==> config.mk <==
export PLATFORM = sky130hd
export DESIGN_NAME = proc_rf_sched_flat
export DESIGN_NICKNAME = d
export VERILOG_FILES = /design/src/rtl/proc_rf_sched_if.sv /design/src/rtl/proc_rf_sched.sv /design/src/flat_wrapper.sv
export SDC_FILE = /design/constraint.sdc
export NUM_CORES = 1
export LEC_CHECK = 0
export ABC_CLOCK_PERIOD_IN_PS = 6500
export CAP_MARGIN = 20
export CORE_MARGIN = 5
export CORE_UTILIZATION = 58
export CTS_BUF_LIST = sky130_fd_sc_hd__clkbuf_8
export CTS_CLUSTER_SIZE = 10
export DETAILED_ROUTE_END_ITERATION = 10
export DONT_BUFFER_PORTS = 1
export PLACE_DENSITY = 0.76
export SYNTH_ARGS = -nofsm -noshare
export SYNTH_HDL_FRONTEND = slang
export SYNTH_SLANG_ARGS = --single-unit
export TNS_END_PERCENT = 100
==> constraint.sdc <==
create_clock -name clk -period 6.5 [get_ports clk]
set_input_delay 1.95 -clock clk [delete_from_list [all_inputs] [get_ports clk]]
set_output_delay 1.95 -clock clk [all_outputs]
set_load 0.02 [all_outputs]
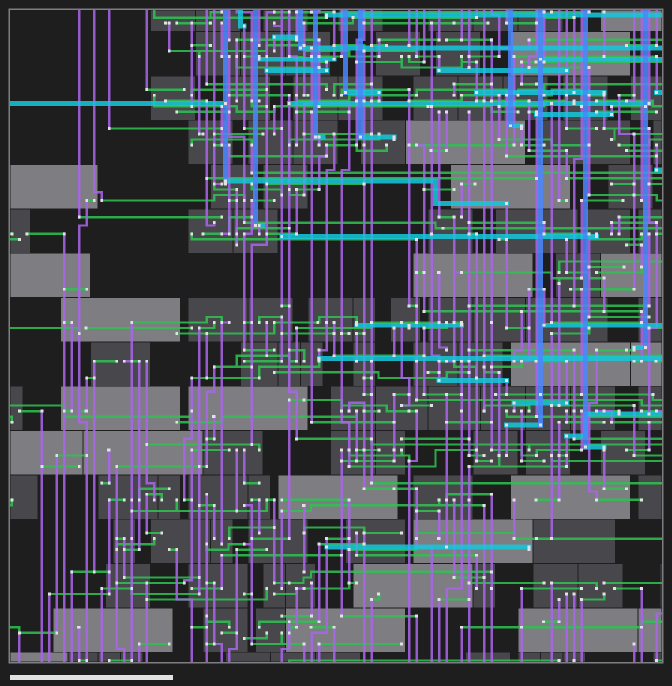
Figure 1: layout detail.
Scale bar: 10 um. Region (36, 13) to (76, 53) um. Cells in grey, sequential cells in the stronger grey; small squares are vias.
layer	colour
M3	cyan
M4	blue
M2	purple
M1	green
cells with their middle in the window	102
sequential cells in the window	20
most frequent	o211ai_1 (20), dfxtp_1 (20), o31ai_1 (17)

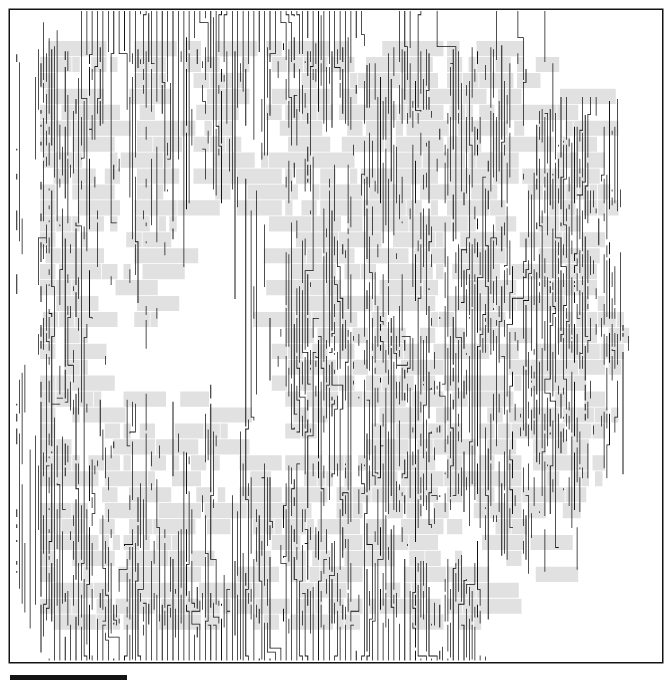
Figure 2: the metal 2 layer.
Scale bar: 20 um.
wire length on this layer	9090 um
longest straight run	43.6 um
nets with wire on the layer	703
met2 track demand over resource: 48.37%
WL final: 17490 um
Via Count: 5139

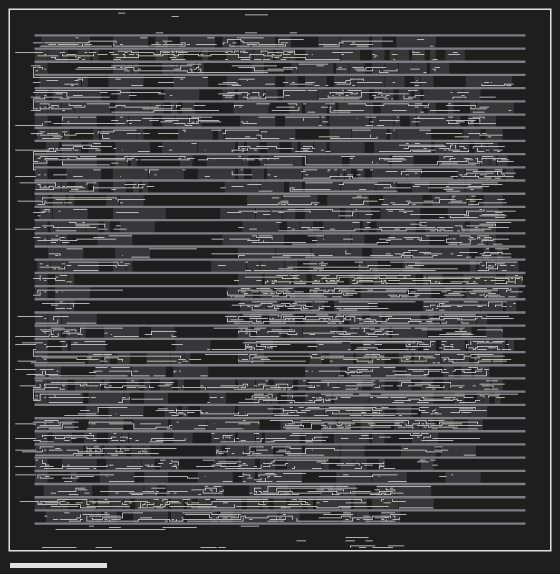
Figure 3: the metal 1 layer.
Scale bar: 20 um. Supply wires on this layer in grey.
nets with wire on the layer	735
main direction	horizontal
share of all routed wire	36%
grt met1 use: 32.10%

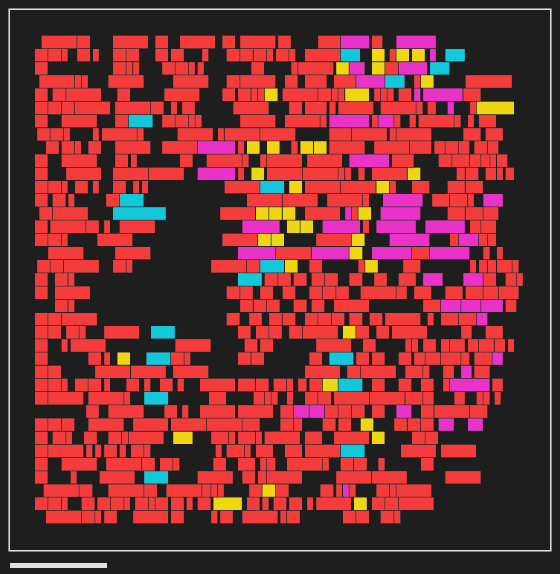
Figure 4: sizing map.
Scale bar: 20 um.
size	colour	cells	share
x6 and larger	cyan	17	2.7%
x1 and smaller	red	538	85%
x2	magenta	43	6.8%
x3 and x4	yellow	38	6.0%
Non-CTS buffers: 35
Finished Cell Area: 6464 um2
Layout Area Growth over Synthesis: 8.575%
post-route setup slack: -0.8810 ns

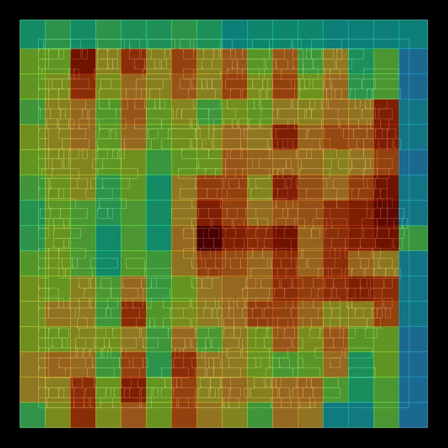
Figure 5: track usage over the die.
share of the core filled with cells: 63.46%
total global-route track usage: 27.35%

==> results.env <==
CP.DEPTH=18
LAYOUT.AREA.SEQ_UM2=2049
LAYOUT.CLOCK.CELL_AREA_SHARE_PCT=3.388
SYNTH.FF_LATCH_COUNT=102
FINCLKSKEW_NS=0.01521
FLOP-COUNT=102
DIE_W_UM=111.3
POST-ROUTE-WORST-SETUP-SLACK_NS=-0.8810
P_CLK_SHARE_PCT=32.7
SYNTH-COMPOUND-AREA-SHARE_PCT=28.56
MAXCAPVIOLATIONS=0
POSTCTSRESIZEDCELLS=8
CRITPATHMAXSTAGEDELAY_NS=0.54
POWER_FRAC_COMB_PCT=10.9
COMB_AREA_SHARE_PCT=55.71
DOMINANT_CELL_TYPE_BY_COUNT_ON_THE_CRITICAL_PATH='sky130_fd_sc_hd__fa_1'
GRT_PASS1_VIAS=5131
WORST_PATH_MAX_DELAY_CELL='sky130_fd_sc_hd__fa_2'
FINAL.SETUP.TNS_NS=-2.876
POWER_DENSITY_nW_PER_UM2=198.2
WHS_NS=0.5274
ASYNC_S_R_FF_SHARE_SYNTH_PCT=0
CLOCK_TREE.HTREE_LEVEL_COUNT=3
CRITICAL_PATH.TOP_DELAY_FAMILY='adder cells'
SETUP-VIOLATIONS-FINAL=6
DETAIL_ROUTE.VIAS_PER_CELL=6.657
TOTAL_PLACED_CELLS_INCLUDING_TAP_CELLS=755
DIE_AREA_UM2=12390
POSTCTSSETUPREPAIRBUFS=1
SEQAREAFRACTION_PCT=31.71
TIMING.FINAL.CRIT_SHARE_PCT=113.6
YS_SH_SIMPLE_PCT=11.75
CP.BUFFERS_INVERTERS=6
SWITCHING_POWER_mW=0.3546
MAXSLEWHEADROOM_PCT=45.20
POST_CTS_HOLD_BUFFER_COUNT=0
RUN_STATUS='finished with violations'
N_FILL_CELL=824
ENABLE_FLOP_CELLS=0
PATH_CLASS='reg2out'
VIOLATED_CHECKS='negative setup slack'
YS_DOMINANT_REG_CELL='sky130_fd_sc_hd__dfxtp_1'
RSZ0062_AT_GRT='yes'
SYNTHESIS.AREA_UM2=5953
INTERNAL_POWER_mW=0.9266
PEAKVDDDROP_mV=0.1570
TOP_LEVEL_PORTS=239
REMAINING_DRC_ERRORS=0
DRT_PASS1_ITERATIONS=5
TIMING_HOLD_VIOLATIONS_FINAL=0
TAPCELLCOUNT=136
DRIVE_ABOVE_1_SHARE_PCT=15.41
SLEW_VIOL_FINAL=0
COMB_CELLS=444
[power by group through the flow]
| stage | clock [mW] | sequential [mW] | combinational (mW) |
|---|---|---|---|
| after CTS | 0.427 | 0.724 | 0.137 |
| after global routing | 0.453 | 0.727 | 0.155 |
| after detailed placement | 0 | 0.738 | 0.137 |
| after global placement | 0 | 0.738 | 0.130 |
| after floorplan | 0 | 0.724 | 0.131 |
| final | 0.419 | 0.723 | 0.140 |
[worst min-delay path, stage by stage (launching register included)]
cell and delay, ns:
sky130_fd_sc_hd__dfxtp_1 0.35, sky130_fd_sc_hd__inv_1 0.07, sky130_fd_sc_hd__o21ai_0 0.07
[routing by layer]
layer  track usage [%]  vias up  routed length [um]
met5                 0        -                   0
met4             12.73        0                 824
met3             4.913       59                1365
met2             48.37      287                9085
met1             32.10     2471                6218
li1                  -     2322                   -
